Design pwm_wavegen, sky130hd; sources not shown.
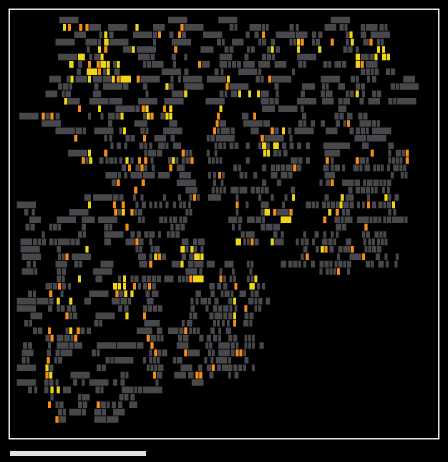
Figure 1: run 1, logic cells by family.
Bar = 50 um.
family	colour	cells
nor cells	yellow	97
inv cells	orange	111
multi-input logic portion of the cell area: 68.2%
most common library cell in the layout ignoring fill and taps: nand2_1
Non-Filler Instances: 1465

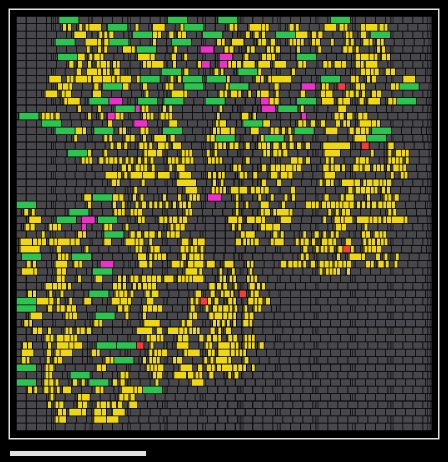
Figure 2: run 1, cells coloured by class.
Bar = 50 um. Fill, decap, tap and diode cells in grey.
class	colour	cells	share of their area
combinational and other logic	yellow	1057	78%
sequential cells	green	67	19%
clock drivers and dummy loads	magenta	16	2.4%
remaining buffers and delay cells	red	6	0.64%
Post-Route Utilization: 32.1%
post-route design area: 7460 um2

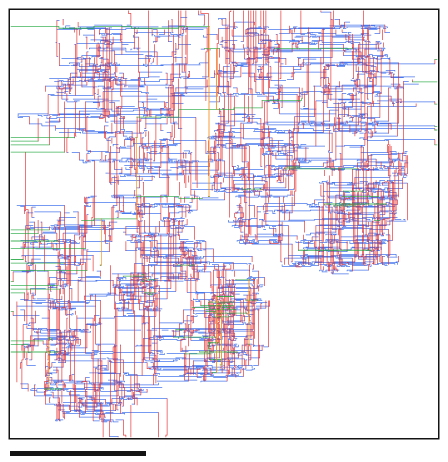
Figure 3: run 1, wiring by layer.
Bar = 50 um.
layer	colour	wire length
metal 3	green	783 um
metal 2	red	8340 um
metal 4	orange	224 um
metal 1	blue	9440 um
vias: 7144
total track usage: 15.5%

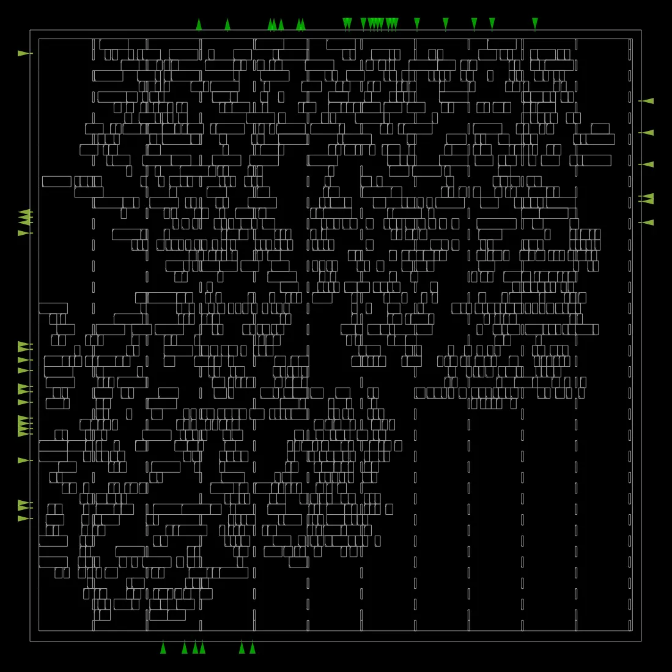
Figure 4: run 1, cell outlines without signal wires.
std cell rows: 56
Core Footprint: 23300 um2
number of flip-flops and latches: 67
Seq/total area: 18.0%

==> report_table.html, run 1 <==
<h2>Implementation results</h2>
<table>
<tr><th>Metric</th><th>Value</th></tr>
<tr><th colspan="2">Run status</th></tr>
<tr><td>Outcome</td><td>completed</td></tr>
<tr><th colspan="2">Final timing</th></tr>
<tr><td>Total negative setup slack</td><td>0 ns</td></tr>
<tr><td>Setup ws final</td><td>0.521 ns</td></tr>
<tr><td>Smallest hold slack</td><td>0.354 ns</td></tr>
<tr><td>Setup repair after global routing missed its margin</td><td>false</td></tr>
<tr><td>Final setup fails</td><td>0</td></tr>
<tr><td>Final worst-path cycle share</td><td>88.1%</td></tr>
<tr><td>Final critical-path required period</td><td>3.88 ns</td></tr>
<tr><th colspan="2">Clocking</th></tr>
<tr><td>Root Buffer Master</td><td>clkbuf_8</td></tr>
<tr><td>Post-CTS setup buffer count</td><td>0</td></tr>
<tr><td>CTS-repair resized insts</td><td>0</td></tr>
<tr><td>Total clock sinks</td><td>67</td></tr>
<tr><th colspan="2">Synthesis</th></tr>
<tr><td>Chip Area, Yosys</td><td>7050 um2</td></tr>
<tr><td>Fraction of the mapped netlist area in compound gates</td><td>18.2%</td></tr>
<tr><td>Number of enable-type register cells in the synthesized netlist</td><td>0</td></tr>
<tr><th colspan="2">Floorplanning</th></tr>
<tr><td>Height of the die</td><td>157 um</td></tr>
<tr><td>Top Ports</td><td>54</td></tr>
<tr><td>Taps Inserted</td><td>319</td></tr>
<tr><th colspan="2">Global routing</th></tr>
<tr><td>Total congestion overflow</td><td>0</td></tr>
<tr><td>Number of global-route vias before repair</td><td>6479</td></tr>
<tr><td>Pin count of the biggest net entering global routing</td><td>51</td></tr>
<tr><th colspan="2">Detailed routing</th></tr>
<tr><td>Average routed wire per standard cell</td><td>12.8 um</td></tr>
<tr><td>Initial detailed-routing violation count</td><td>364</td></tr>
<tr><td>Number of routed nets with antenna violations</td><td>0</td></tr>
<tr><td>Average vias per placed instance</td><td>4.88</td></tr>
<tr><td>1st-pass router iterations</td><td>5</td></tr>
<tr><th colspan="2">Power and ir drop</th></tr>
<tr><td>Design Power</td><td>1180 uW</td></tr>
<tr><th colspan="2">Cells and area</th></tr>
<tr><td>Final-layout non-clock buffer area share</td><td>0.604%</td></tr>
<tr><td>Leading cell category by total area</td><td>logic gates</td></tr>
<tr><td>Number of non-clock inverters</td><td>111</td></tr>
<tr><th colspan="2">Placed design</th></tr>
<tr><td>Placed cell count</td><td>1449</td></tr>
<tr><th colspan="2">Setup path</th></tr>
<tr><td>Reg2reg setup slack</td><td>0.52 ns</td></tr>
<tr><td>Logic depth of the worst register-to-register path</td><td>31</td></tr>
<tr><td>Critical Path Source Type</td><td>flop</td></tr>
</table>
run 1: critical path, delay by kind of cell (launching register included):
family / cells / cell delay, ns
adder cells (fa/ha/maj): 3 / 0.76
buffers and inverters: 3 / 0.31
flip-flops: 1 / 0.49
AND/OR/NAND/NOR: 25 / 2.18
run 1: power breakdown:
group          switching (uW)  leakage, uW  internal [uW]
Clock                     267    0.0000938            212
Sequential               8.13     0.000542            617
Combinational            48.5      0.00299           27.4
run 1: layer usage:
layer	track usage [%]	up-vias	part of all wire [%]
met2	24.5	116	44
met3	3.03	17	4.2
met5	0	-	0
met4	4.16	0	1.2
li1	-	3811	-
met1	21.4	3200	50
Figure 5. Met4 routing (run 1).
Bar = 50 um.
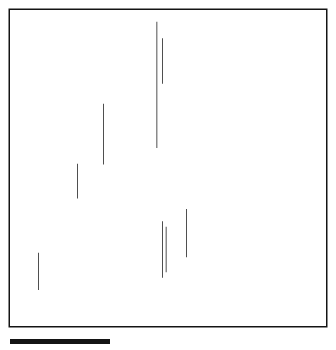

==> run 2, diff against run 1 <==
--- a/config.mk
+++ b/config.mk
@@ -16,3 +16,4 @@
 export DONT_BUFFER_PORTS = 1
-export PLACE_DENSITY = 0.47
+export PLACE_DENSITY = 0.48
+export SLEW_MARGIN = 15
 export SYNTH_ARGS = -nofsm -noshare
==> constraint.sdc (replaced) <==
create_clock -name clk -period 3.15 [get_ports clk]
set_input_delay 0.4725 -clock clk [delete_from_list [all_inputs] [get_ports clk]]
set_output_delay 0.4725 -clock clk [all_outputs]
set_load 0.1 [all_outputs]
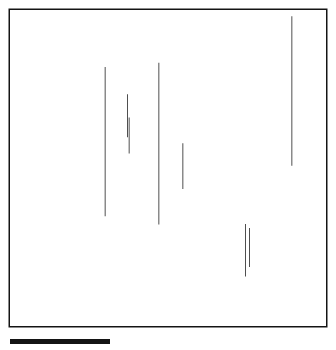
Figure 6: run 2, met4 routing.
Bar = 50 um.
wire length on this layer	335 um
share of all routed wire	1.7%
main direction	vertical
nets with wire on the layer	8
Total Wirelength: 19800 um
vias: 7557

==> run 2 against run 1 <==
The run now ends with negative setup slack left. Maximum frequency rose by 15%. Setup slack got worse by 0.74 ns. Die area is the same. Critical path type unchanged. Largest power group unchanged.
==> report_table.html, run 2 <==
<h2>Implementation results</h2>
<table>
<tr><th>Metric</th><th>Value</th></tr>
<tr><th colspan="2">Final timing</th></tr>
<tr><td>Final Hold Fails</td><td>0</td></tr>
<tr><td>Setup ws final</td><td>-0.219 ns</td></tr>
<tr><td>Final setup fails</td><td>7</td></tr>
<tr><td>Total negative setup slack</td><td>-1.03 ns</td></tr>
<tr><td>Setup repair after global routing missed its margin</td><td>true</td></tr>
<tr><td>Final worst-path cycle share</td><td>107%</td></tr>
<tr><td>Smallest hold slack</td><td>0.161 ns</td></tr>
<tr><th colspan="2">Global routing</th></tr>
<tr><td>Total track usage</td><td>16.4%</td></tr>
<tr><td>Fraction of met1 tracks used by global routing</td><td>21.2%</td></tr>
<tr><td>Total congestion overflow</td><td>0</td></tr>
<tr><td>Global routing usage on met3</td><td>2.73%</td></tr>
<tr><td>Number of global-route vias before repair</td><td>7099</td></tr>
<tr><td>Pin count of the biggest net entering global routing</td><td>51</td></tr>
<tr><td>Highest-utilization routing layer at the global route stage</td><td>met2</td></tr>
<tr><td>Global routing usage on met2</td><td>27.7%</td></tr>
<tr><th colspan="2">Clocking</th></tr>
<tr><td>Total clock sinks</td><td>67</td></tr>
<tr><td>Root Buffer Master</td><td>clkbuf_8</td></tr>
<tr><th colspan="2">Detailed routing</th></tr>
<tr><td>Initial detailed-routing violation count</td><td>381</td></tr>
<tr><td>Wire length on met3</td><td>605 um</td></tr>
<tr><td>Wire length on met2</td><td>9320 um</td></tr>
<tr><td>Metal1 wirelength</td><td>9520 um</td></tr>
<tr><td>Number of routed nets with antenna violations</td><td>0</td></tr>
<tr><td>1st-pass router iterations</td><td>5</td></tr>
<tr><td>Top layer in use</td><td>met4</td></tr>
<tr><td>Average routed wire per standard cell</td><td>12.4 um</td></tr>
<tr><th colspan="2">Cells and area</th></tr>
<tr><td>Non-Filler Instances</td><td>1596</td></tr>
<tr><td>Post-Route Utilization</td><td>38.3%</td></tr>
<tr><td>Post-route design area</td><td>8920 um2</td></tr>
<tr><th colspan="2">Setup path</th></tr>
<tr><td>Reg2reg setup slack</td><td>-0.22 ns</td></tr>
<tr><td>Highest fanout seen on the critical path</td><td>7</td></tr>
<tr><td>Stages on the worst setup path</td><td>28</td></tr>
<tr><td>Family with the most delay on the worst path</td><td>simple AND/OR/NAND/NOR gates</td></tr>
<tr><td>Logic depth of the worst register-to-register path</td><td>28</td></tr>
<tr><td>Number of buffers and inverters on the critical path</td><td>4</td></tr>
<tr><td>Critical Path Source Type</td><td>flop</td></tr>
<tr><th colspan="2">Floorplanning</th></tr>
<tr><td>Std cell rows</td><td>56</td></tr>
<tr><td>Height of the die</td><td>157 um</td></tr>
<tr><td>Top Ports</td><td>54</td></tr>
<tr><td>Core Footprint</td><td>23300 um2</td></tr>
<tr><th colspan="2">Synthesis</th></tr>
<tr><td>Chip Area, Yosys</td><td>7050 um2</td></tr>
<tr><td>Number of enable-type register cells in the synthesized netlist</td><td>0</td></tr>
<tr><td>Fraction of the mapped netlist area in compound gates</td><td>18.2%</td></tr>
<tr><th colspan="2">Placed design</th></tr>
<tr><td>DPL Wire Length</td><td>15700 um</td></tr>
<tr><td>Placed cell count</td><td>1571</td></tr>
<tr><th colspan="2">Run status</th></tr>
<tr><td>Violations in the final reports</td><td>negative setup slack</td></tr>
<tr><td>Outcome</td><td>finished, violations left</td></tr>
<tr><th colspan="2">Power and ir drop</th></tr>
<tr><td>Design Power</td><td>1850 uW</td></tr>
</table>
[run 2: cell type report]
class / count / area, um2
clock inverter: 7 / 108
inverter: 111 / 427
multi-input combinational: 946 / 5450
sequential: 67 / 1360
tap: 319 / 399
fill: 2590 / 14300
timing repair buffer: 137 / 1060
clock buffer: 9 / 124
[run 2: timing repair]
| action | in CTS | in global routing |
|---|---|---|
| gates resized | 24 | 51 |
| endpoints found under the setup margin | 8 | 8 |
| hold buffers | 0 | 0 |
| setup buffers | 3 | 6 |
| pin swaps | 19 | 30 |
[run 2: power by group]
| part | switching (uW) | internal, uW | total, uW | leakage (uW) |
|---|---|---|---|---|
| combinational | 67.8 | 38.8 | 107 | 0.00367 |
| sequential | 15.0 | 858 | 873 | 0.000546 |
| clock | 409 | 462 | 871 | 0.000114 |
Power is estimated from default activity; no workload was simulated.
